==> config.mk <==
export PLATFORM = sky130hd
export DESIGN_NAME = arb_rr_4to1
export DESIGN_NICKNAME = d
export VERILOG_FILES = /design/src/rtl/arb_pkg.sv /design/src/rtl/arb_rr_4to1_pick.sv /design/src/rtl/arb_rr_4to1.sv
export SDC_FILE = /design/constraint.sdc
export NUM_CORES = 1
export LEC_CHECK = 0
export CAP_MARGIN = 20
export CORE_MARGIN = 5
export CORE_UTILIZATION = 45
export DETAILED_ROUTE_END_ITERATION = 10
export GPL_ROUTABILITY_DRIVEN = 0
export GPL_TIMING_DRIVEN = 0
export PLACE_DENSITY_LB_ADDON = 0.08
export SLEW_MARGIN = 20
export SYNTH_ARGS = -nofsm -noshare
export SYNTH_HDL_FRONTEND = slang
export SYNTH_SLANG_ARGS = --single-unit
==> constraint.sdc <==
create_clock -name i_clk -period 3.5 [get_ports i_clk]
set_input_delay 0.35 -clock i_clk [delete_from_list [all_inputs] [get_ports i_clk]]
set_output_delay 0.35 -clock i_clk [all_outputs]
set_load 0.03 [all_outputs]
### Metal 1

Scale: 10 px per um. Supply wires on this layer in grey.
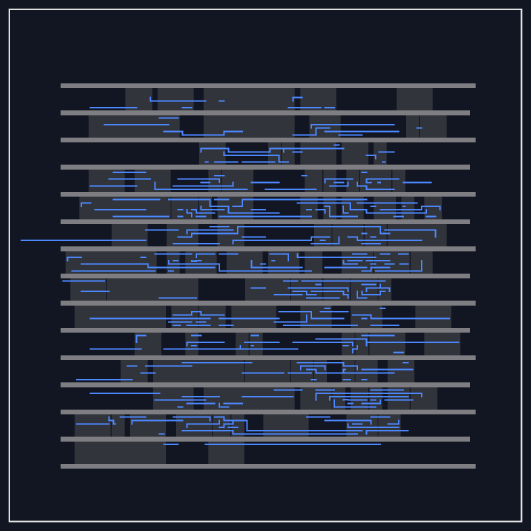
The longest straight run is 17.5 um. 96 nets have wire on it. The wires run mostly horizontal. The layer carries 815 um of wire. The layer holds 44% of the routed length.
GR Layer Usage met1: 19.89%
WL final: 1.836 mm
vias: 715

### Metal 2

Scale: 10 px per um.
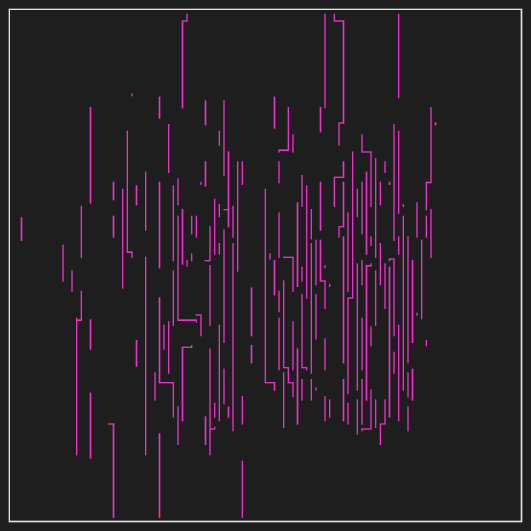
The layer holds 47% of the routed length. The longest straight run is 19.7 um. 95 nets have wire on it. The wires run mostly vertical.
met2 Use GR: 23.61%

==> impl_metrics.ini <==
; synthesis and place-and-route metrics
[floorplanning]
rows = 14
ioPinCount = 14
design.core.area_mm2 = 0.001559
dieArea_mm2 = 0.002609
fp_util_pct = 48.72
die_h_um = 51.08
fp.dieW_um = 51.08

[power]
ir_drop_v = 0.0004904
leakage_uw = 0.0004180
power_density_mw_per_mm2 = 1022

[layout]
fill_cells = 148
fin_cells = 116
layout_top_cells = 12 x nand2_1, 12 x clkdlybuf4s50_1, 10 x dfrtp_1
n_antenna_cell = 0
layout.nets = 112
area_growth_syn_to_layout_pct = 21.42
drive_above_1_share_pct = 10.00
largest_reg_flops = 4
final_util_pct = 59.15

[sta]
fin_worst_skew_ns = 0.002198
fmax_mhz = 377.3
setup_viol = 0
period_used_pct = 75.72
whs_ns = 0.3597
finalCriticalPeriod_ns = 2.650
rsz0062_at_grt = false
final_max_slew_viol_count = 0
fin_tns_setup_ns = 0
maxSlewHeadroom_pct = 61.05
worst_slew_pin_slew_ns = 0.5681
finalHoldViolations = 0

[yosys]
ys.flop_type = dfrtp_1
avgSynthCellArea_um2 = 8.935
netlist.top_cell.by_area = dfrtp_1
synth.top_cells.by_count = 12 x nand2_1, 10 x dfrtp_1, 6 x inv_1
synth_nets = 95
topCellsByArea = dfrtp_1 33%, ha_1 6.6%, nand2_1 5.9%
synth_warnings = 0
edf_count = 0
syn_area_um2 = 759.5
yosys_area_um2 = 759.5
netlist.area_leader.share_pct = 32.95
yosys_cells = 85
synthCells = 85
synth.most_common_cell = nand2_1
synthArstFlopShare_pct = 100.0
synth-seq-cells = 10
ys_types = 33
yosys.stat.seqShare_pct = 32.95

[critical_path]
required_ns = 3.62
slowest_delay_ns = 0.52
r2r_cells = 7
cp_slowest_cell = or4b_1
cp_cell_sequence = inv_1 -> ha_1 -> mux2i_1 -> nand3b_1 -> a311oi_1 -> a22o_1 -> or4b_1
path_class = flop to flop
cp.arrival_ns = 2.77
critPathBufInv = 1
crit_path_end_kind = flop
cp_max_fo = 8
path_depth = 7
startpoint_type = flop
cpLargestDelayFamily = simple AND/OR/NAND/NOR gates
r2r_setup_slack_ns = 0.85

[clocking]
clockBufferDepth = 2
cts_tree = done
hold_buffers = 0
clock_latency_ns = 0.25
cts_buffers = 3
postCtsResizedCells = 0
post_cts_buffers = 0
clk_pin_slew_ns = 0.06
numClockSinks = 10
cts-root-buf = clkbuf_4
cts_max_level = 1

[drt]
wire_per_inst_um = 15.83
remaining_drc_errors = 0
via_per_inst = 6.164
drt_iter0_drc = 27
final_antenna_net_count = 0
first_pass_iters = 4

[place]
port_buffers = 12
dp.cells = 113
dp_hpwl_mm = 1.420

[grt]
grt_pass1_vias = 661
grt_max_degree = 11
grt_pass1_wl_mm = 2.973
gr-usage-all-layers_pct = 15.25
overflow = 0
antenna_found_initial = 0

[flow_run]
warnings = 29
maxCapViolations = 0

[outcome]
outcome = finished, final reports clean

[worst_hold_path]
hold_path_class = primary input to async pin
[report_power, final]
| part | switching (uW) | internal [uW] |
|---|---|---|
| logic | 358 | 281 |
| registers | 57.6 | 173 |
| clock network | 32.9 | 39.4 |
| total | 448 | 494 |
[routing by layer]
metal	wire length [um]	part of all wire, %	GRT usage [%]	vias to the layer above
met3	108	5.9	1.453	6
met4	57	3.1	10.76	0
met1	815	44	19.89	333
met2	854	47	23.61	30
met5	0	0	0	-
li1	-	-	-	346
[worst reg2reg max path, stage by stage, from the launching register on]
cell and delay [ns]:
dfrtp_1 0.48, inv_1 0.12, ha_1 0.33, mux2i_1 0.48, nand3b_1 0.19, a311oi_1 0.14, a22o_1 0.27, or4b_1 0.52
[metrics by stage]
step | power, uW | worst slack, ns | area [um^2]
detailed placement | 869.4 | 0.8866 | 899.6
floorplan | 678.1 | 1.067 | 759.5
finish | 942.6 | 0.8496 | 922.1
CTS | 948.8 | 0.8615 | 922.1
global route | 1023 | 0.6817 | 922.1
global placement | 857.6 | 0.9284 | 899.6
[kinds of logic after synthesis]
kind of cell	after synthesis	share of synthesized area [%]
other	1	0.4938
AND-OR/OR-AND	24	25.70
adder cells (fa/ha/maj)	4	6.590
multiplexers	2	2.801
flip-flops	10	32.95
AND/OR/NAND/NOR	36	26.52
buffers and inverters	8	4.942
[layout make-up]
cell class / count / area [um^2] / area share [%]
plain buffers: 2 / 15.01 / 1.628
clock buffers: 3 / 22.52 / 2.442
inverters: 6 / 22.52 / 2.442
multi-input cells: 67 / 471.7 / 51.15
flip-flops and latches: 10 / 250.2 / 27.14
well taps: 16 / 20.02 / 2.171
repair buffers: 12 / 120.1 / 13.03
Power is estimated from default activity; no workload was simulated.
